Fig. 1: run 1, signal wires on met1
Scale bar: 20 um. Supply wires on this layer in grey.
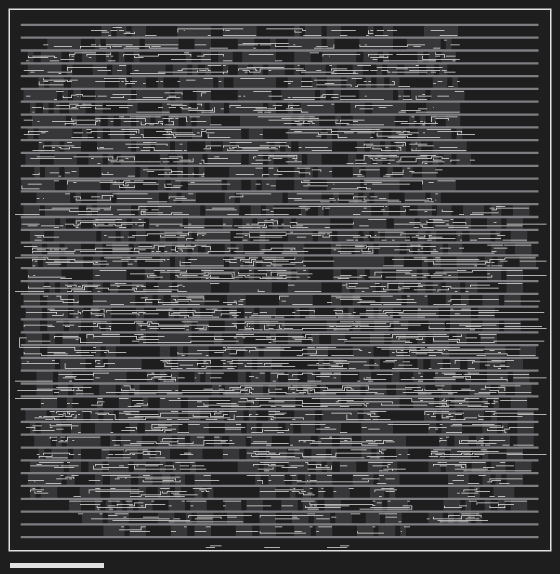
Fig. 2: run 1, cell sizes after repair
Scale bar: 20 um.
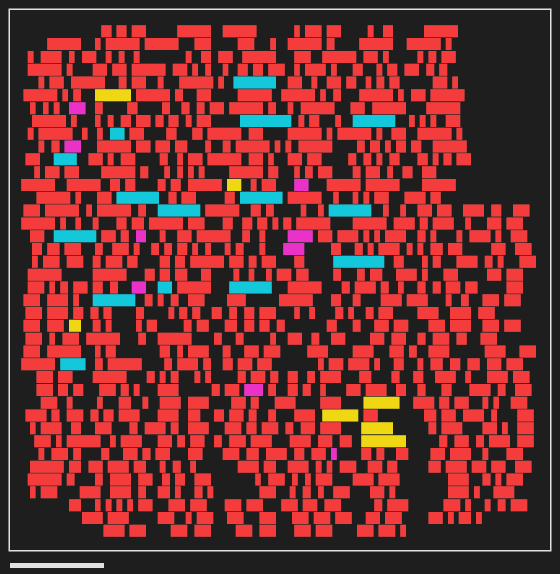
Fig. 3: run 1, the metal 2 layer
Scale bar: 20 um.
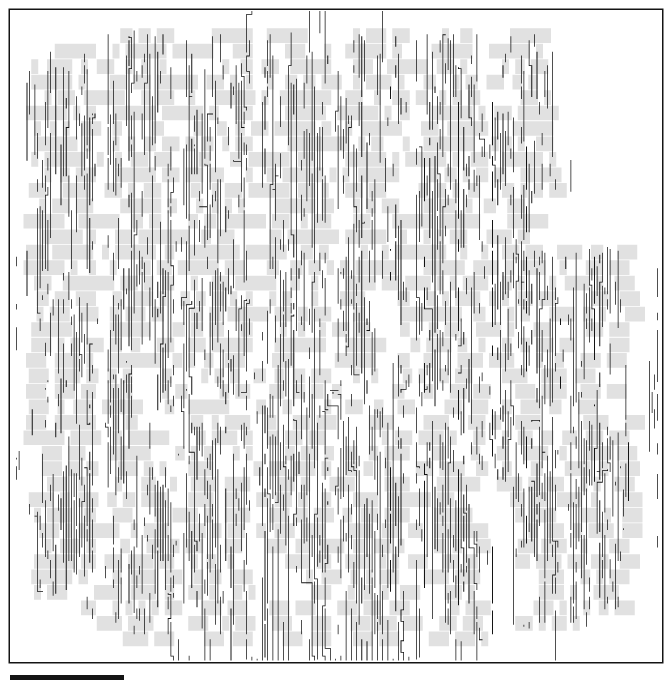
Fig. 4: run 1, track usage over the die
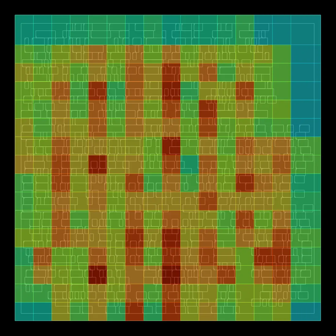
==> config.mk <==
export PLATFORM = sky130hd
export DESIGN_NAME = bullet_ctrl
export DESIGN_NICKNAME = d
export VERILOG_FILES = /design/src/rtl/tank_pkg.sv /design/src/rtl/bullet_slot_fsm.sv /design/src/rtl/bullet_ctrl.sv
export SDC_FILE = /design/constraint.sdc
export NUM_CORES = 1
export LEC_CHECK = 0
export CAP_MARGIN = 30
export CELL_PAD_IN_SITES_DETAIL_PLACEMENT = 1
export CELL_PAD_IN_SITES_GLOBAL_PLACEMENT = 1
export CORE_MARGIN = 2
export CORE_UTILIZATION = 44
export DETAILED_ROUTE_END_ITERATION = 10
export PLACE_DENSITY_LB_ADDON = 0.25
export SLEW_MARGIN = 20
export SYNTH_ARGS = -nofsm -noshare
export SYNTH_HDL_FRONTEND = slang
export SYNTH_SLANG_ARGS = --single-unit
==> constraint.sdc <==
create_clock -name clk -period 10.6 [get_ports clk]
set_input_delay 2.12 -clock clk [delete_from_list [all_inputs] [get_ports clk]]
set_output_delay 2.12 -clock clk [all_outputs]
set_load 0.05 [all_outputs]
==> impl_metrics.yaml, run 1 <==
# synthesis and place-and-route metrics
run_status:
  outcome: "finished, final reports clean"
clock_tree:
  clock-sinks: 69
  clk_pin_slew_ps: 60
  cts-resized-gates: 0
  clk_path_buf_depth: 2
  clk-insertion-delay-late_ps: 330
  cts_tree: "done"
  cts_buffers: 9
  ctsHoldBuffers: 0
  cts-root-buf: "clkbuf_16"
logic_synthesis:
  async_flop_share_pct: 0
  logic_family: "simple AND/OR/NAND/NOR gates"
  ys.flop_type: "dfxtp_1"
  ys_cells: 664
  synthTopCellsByCount: "87 x nor2_1, 70 x ha_1, 69 x dfxtp_1"
  numSynthFlops: 69
  simple_gate_share_pct: 25.9
  netlist.top_cell.by_instances: "nor2_1"
  yosys_warnings: 0
  aoi_share_pct: 13.4
  synthCells: 664
  ys_sh_mux_pct: 0.929
  topCellsByArea: "dfxtp_1 26%, ha_1 16%, xor2_1 6.7%"
  synth_nets: 805
  synth_area_um2: 5390
  ys_types: 60
  edf_count: 0
  top_area_share_pct: 25.6
  top_area_cell: "dfxtp_1"
power:
  power_frac_clock_pct: 40.8
  power_leader: "the clock network"
  power_frac_seq_pct: 34.2
  leakagePower_nw: 2.60
  p_int_w: 0.000572
  sw_frac_of_total_pct: 29.8
  pg_comb_w: 0.000204
  ir_drop_mv: 0.118
  netSwitchingPower_w: 0.000243
detailed_routing:
  via_per_inst: 5.72
  final_antenna_net_count: 0
  dr.pass1.iters: 4
  dr.first_iter.drc_count: 110
  drc: 0
die:
  taps: 147
  ios: 88
  core_area_um2: 12000
  chipArea_um2: 13200
  rows: 40
grt:
  overflow: 0
finish:
  seqCellArea_um2: 1380
  dominant_cells: "multi-input combinational cells"
  syn2layout_area_growth_pct: 24.1
  layout-drive-gt1-share_pct: 4.14
  nClkBuffers: 10
  lay_top_cells: "87 x nor2_1, 87 x clkdlybuf4s50_1, 70 x ha_1"
  layout.nets: 884
  sh_comb_area_pct: 56.0
  utilization_pct: 55.9
  bufAreaShareNonClock_pct: 13.2
  sh_seq_area_pct: 20.6
  antenna_cells: 0
  clock_area_share_pct: 4.97
  multi_input_comb_cells: 532
  inverters: 43
  flops: 69
setup_path:
  worst_ep_arrival_time_ps: 5880
  worstSetupEndpointType: "output port"
  r2r_setup_slack_ps: 7560
  crit_chain: "clkdlybuf4s50_1 -> inv_1 -> ha_1 -> nor3_1 -> nand3_1 -> xnor2_1 -> ha_1 -> and3_1 -> a221oi_1 -> a21oi_1 -> nor4_4 -> and2_1 -> clkdlybuf4s50_1"
  cpMaxStageDelayCell: "clkdlybuf4s50_1"
  cp.required_ps: 8480
  cp_num_buf_inv: 3
  start_kind: "input port"
  max_stage_delay_ps: 810
  critPathKind: "input port to output port"
  critical_path_depth: 13
  reg2reg_depth: 13
  cp_max_fo: 4
final_timing:
  rsz0062_at_grt: "no"
  setup_tns_ps: 0
  fin_worst_skew_ps: 5.73
  slew_viol_final: 0
  tightest_slew_ps: 902
  slew_headroom_pct: 39.7
  period_needed_ps: 8000
placed_design:
  io_buffers: 87
  dp_hpwl_mm: 12.1
  post-place-ws_ps: 2620
  finalWeightedCongestion: 0.866
job:
  cap_violations: 0
About Fig. 1:
share of all routed wire: 44%
wire length on this layer: 6750 um
longest straight run: 29.4 um
nets with wire on the layer: 821
grt met1 use: 28.6%
routed via count: 5121
WL final: 15.4 mm

About Fig. 2:
legend:
  _2 cells:
    colour: magenta
    cells: 9
    share: 1.2%
  _0 and _1 cells:
    colour: red
    cells: 717
    share: 96%
  _6 and larger:
    colour: cyan
    cells: 15
    share: 2.0%
    most_used: clkbuf_16
  _3 and _4 cells:
    colour: yellow
    cells: 7
    share: 0.94%
    most_used: nor4_4
Non-clk bufs: 88
PnR worst setup slack: 2600 ps

About Fig. 3:
nets with wire on the layer: 817
wire length on this layer: 7790 um
share of all routed wire: 51%
met2 usage: 44.5%

About Fig. 4:
Avg WL per Cell: 17.2 um
met3 usage in global routing: 5.45%
grt peak-use layer: met2
GRT Total Usage: 24.4%

-- run 1: per-layer routing --
metal	share of wire [%]	track usage (%)	vias to the layer above
met2	51	44.5	81
met4	1.6	6.59	0
met3	3.9	5.45	19
met1	44	28.6	2510
met5	0	0	-
li1	-	-	2511
-- run 1: metrics by stage --
stage | hold slack (ps) | std cells | area (um2) | power, W
2_1_floorplan | 426 | 664 | 5390 | 0.000411
3_3_place_gp | 440 | 878 | 6340 | 0.000475
3_5_place_dp | 474 | 878 | 6340 | 0.000487
4_1_cts | 488 | 894 | 6680 | 0.000822
5_1_grt | 524 | 895 | 6690 | 0.000856
6_report | 482 | 895 | 6690 | 0.000815
Fig. 5: run 1, zoomed window
Scale bar: 10 um. Region (37, 14) to (77, 54) um. Cells in grey, sequential cells in the stronger grey; small squares are vias.
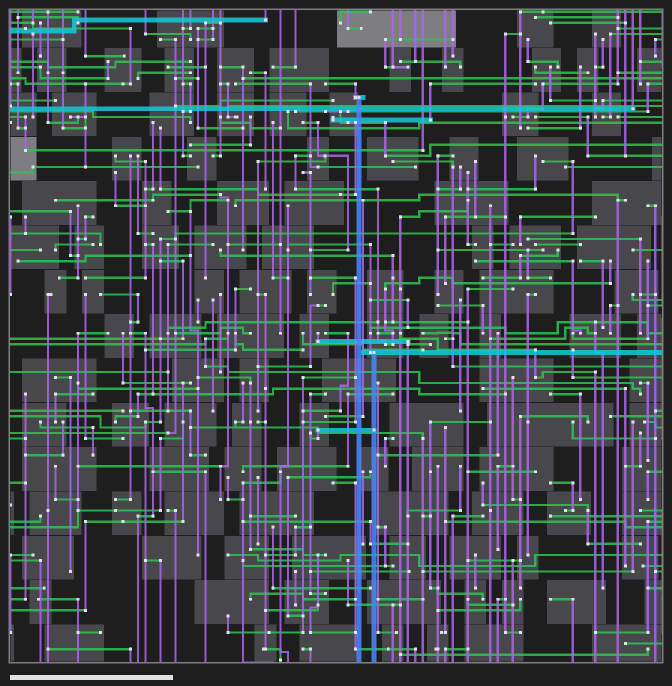

## Run 2: what changed since run 1
--- a/config.mk
+++ b/config.mk
@@ -9,7 +9,7 @@
 export CELL_PAD_IN_SITES_DETAIL_PLACEMENT = 1
 export CELL_PAD_IN_SITES_GLOBAL_PLACEMENT = 1
 export CORE_MARGIN = 2
-export CORE_UTILIZATION = 44
+export CORE_UTILIZATION = 37
 export DETAILED_ROUTE_END_ITERATION = 10
 export PLACE_DENSITY_LB_ADDON = 0.25
 export SLEW_MARGIN = 20
==> constraint.sdc (replaced) <==
create_clock -name clk -period 7.3 [get_ports clk]
set_input_delay 1.46 -clock clk [delete_from_list [all_inputs] [get_ports clk]]
set_output_delay 1.46 -clock clk [all_outputs]
set_load 0.05 [all_outputs]
Fig. 6: run 2, zoomed window
Scale bar: 10 um. Region (42, 17) to (82, 57) um. Cells in grey, sequential cells in the stronger grey; small squares are vias.
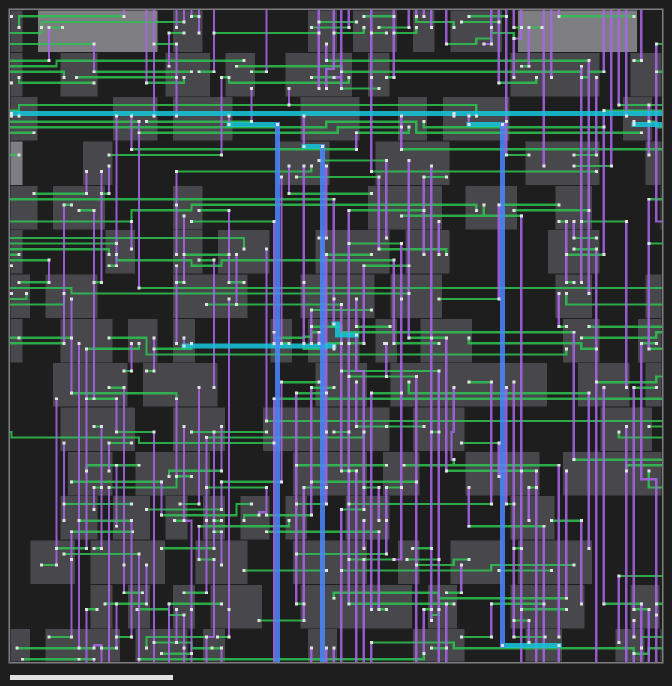
legend:
  metal 2:
    colour: purple
  metal 3:
    colour: cyan
  metal 4:
    colour: blue
  metal 1:
    colour: green
sequential cells in the window: 2
cells with their middle in the window: 98
most frequent: ha_1 (16), xor2_1 (9), xnor2_1 (8)

Fig. 7: run 2, signal wires on met1
Scale bar: 20 um. Supply wires on this layer in grey.
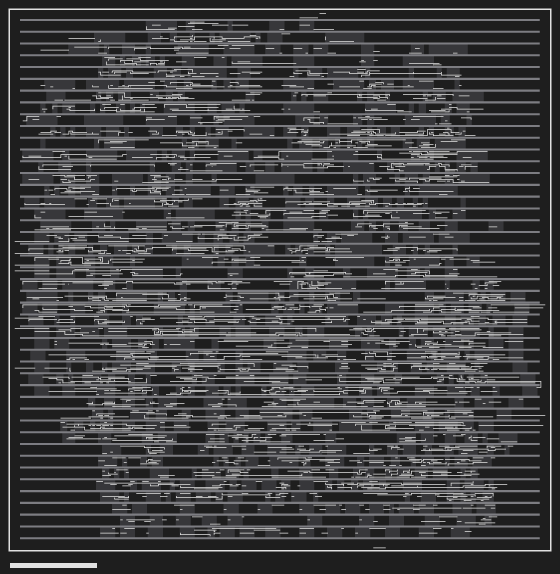
WL final: 15.6 mm
grt met1 use: 24.7%
routed via count: 5054

==> impl_metrics.yaml, run 2 <==
# synthesis and place-and-route metrics
run_status:
  outcome: "finished, final reports clean"
power:
  ir_drop_mv: 0.152
  power_w: 0.00113
  leakagePower_nw: 2.58
logic_synthesis:
  fa_ha_area_share_pct: 16.2
  ys_cells: 664
  synth_area_um2: 5390
  netlist.top_cell.by_instances: "nor2_1"
  synth_nets: 805
  ys.flop_type: "dfxtp_1"
  numSynthFlops: 69
  ys_seq_share_pct: 25.6
  logic_family: "simple AND/OR/NAND/NOR gates"
  synthTopCellsByCount: "87 x nor2_1, 70 x ha_1, 69 x dfxtp_1"
  simple_gate_share_pct: 25.9
  ys_types: 60
  synthCells: 664
  yosys_warnings: 0
  top_area_cell: "dfxtp_1"
  async_flop_share_pct: 0
  ys_area_um2: 5390
  topCellsByArea: "dfxtp_1 26%, ha_1 16%, xor2_1 6.7%"
  aoi_share_pct: 13.4
  ys_sh_mux_pct: 0.929
  edf_count: 0
  top_area_share_pct: 25.6
  avgSynthCellArea_um2: 8.12
  ys_sh_xor_pct: 13.0
setup_path:
  critical_path_depth: 13
  critPathKind: "input port to output port"
  start_kind: "input port"
  cpMaxStageDelayCell: "clkdlybuf4s50_1"
  crit_chain: "clkdlybuf4s50_1 -> inv_1 -> ha_1 -> nor3_1 -> nand3_1 -> xnor2_1 -> ha_1 -> and3_1 -> a221oi_1 -> a21oi_1 -> nor4_4 -> and2_1 -> clkdlybuf4s50_1"
  r2r_setup_slack_ps: 4110
  worst_ep_arrival_time_ps: 5260
  reg2reg_depth: 13
  cp.required_ps: 5840
  cp_max_fo: 4
  max_stage_delay_ps: 820
  cp_num_buf_inv: 3
  worstSetupEndpointType: "output port"
finish:
  utilization_pct: 46.6
  final_area_um2: 6700
  lay_top_cells: "87 x nor2_1, 87 x clkdlybuf4s50_1, 70 x ha_1"
  stdcell_count: 932
  layout.nets: 884
  antenna_cells: 0
  layout-drive-gt1-share_pct: 3.88
  syn2layout_area_growth_pct: 24.3
die:
  rows: 44
  die_x_um: 125
  chipArea_um2: 15600
  ios: 88
  core_area_um2: 14400
final_timing:
  period_needed_ps: 6720
  slew_viol_final: 0
  whs_ps: 466
  tightest_slew_ps: 902
  final-setup-viol-count: 0
  fin_worst_skew_ps: 9.45
  slew_headroom_pct: 39.7
  report.final.hold_viol_count: 0
  max_freq_ghz: 0.149
  setup_tns_ps: 0
  setup_ws_ps: 576
  rsz0062_at_grt: "no"
clock_tree:
  cts_setup_buffers: 0
  ctsHoldBuffers: 0
  cts_tree: "done"
  clock-sinks: 69
  clk_pin_slew_ps: 50
  cts-resized-gates: 0
  clk_path_buf_depth: 2
  cts-root-buf: "clkbuf_16"
  cts_buffers: 9
  clk-insertion-delay-late_ps: 340
placed_design:
  post-place-cells: 915
  io_buffers: 87
  dp_hpwl_mm: 12.4
  post-place-ws_ps: 613
  post_dp_cell_area_um2: 6390
  finalWeightedCongestion: 0.913
grt:
  met2_usage_pct: 36.0
  grt_start_max_net_pins: 26
  busiest_layer: "met2"
  track_usage_pct: 20.1
  grt.met3_usage_pct: 3.74
  grt_antenna_before_repair: 0
  overflow: 0
job:
  warning_count: 30
  cap_violations: 0
detailed_routing:
  dr.pass1.iters: 4
  wl_per_cell_um: 16.7
  drc: 0
  dr.first_iter.drc_count: 265
  final_antenna_net_count: 0
  via_per_inst: 5.42
min_path:
  hold-path-cell-count: 1
  hp-class: "register to register"
run 2: final cells by class:
type                    instances  area, um2
clock buffers                  12        246
clock inverters                 4       47.5
fillers                      1716       7670
inverters                      43        161
multi-input cells             532       3750
flip-flops and latches         69       1380
well taps                     184        230
repair buffers                 88        886
run 2: where the power goes:
group	leakage (nW)	total [W]	internal (W)	switching, W
Combinational	1.88	0.000295	0.000133	0.000162
Clock	0.143	0.000432	0.000273	0.000160
Sequential	0.557	0.000404	0.000387	0.0000176
Total	2.58	0.00113	0.000792	0.000339
run 2: layer usage:
layer	part of all wire, %	vias up
li1	-	2507
met1	45	2467
met2	51	65
met3	2.9	15
met4	1.5	0
met5	0	-
Power figures rest on the tool's default switching activity, not on a simulated workload.
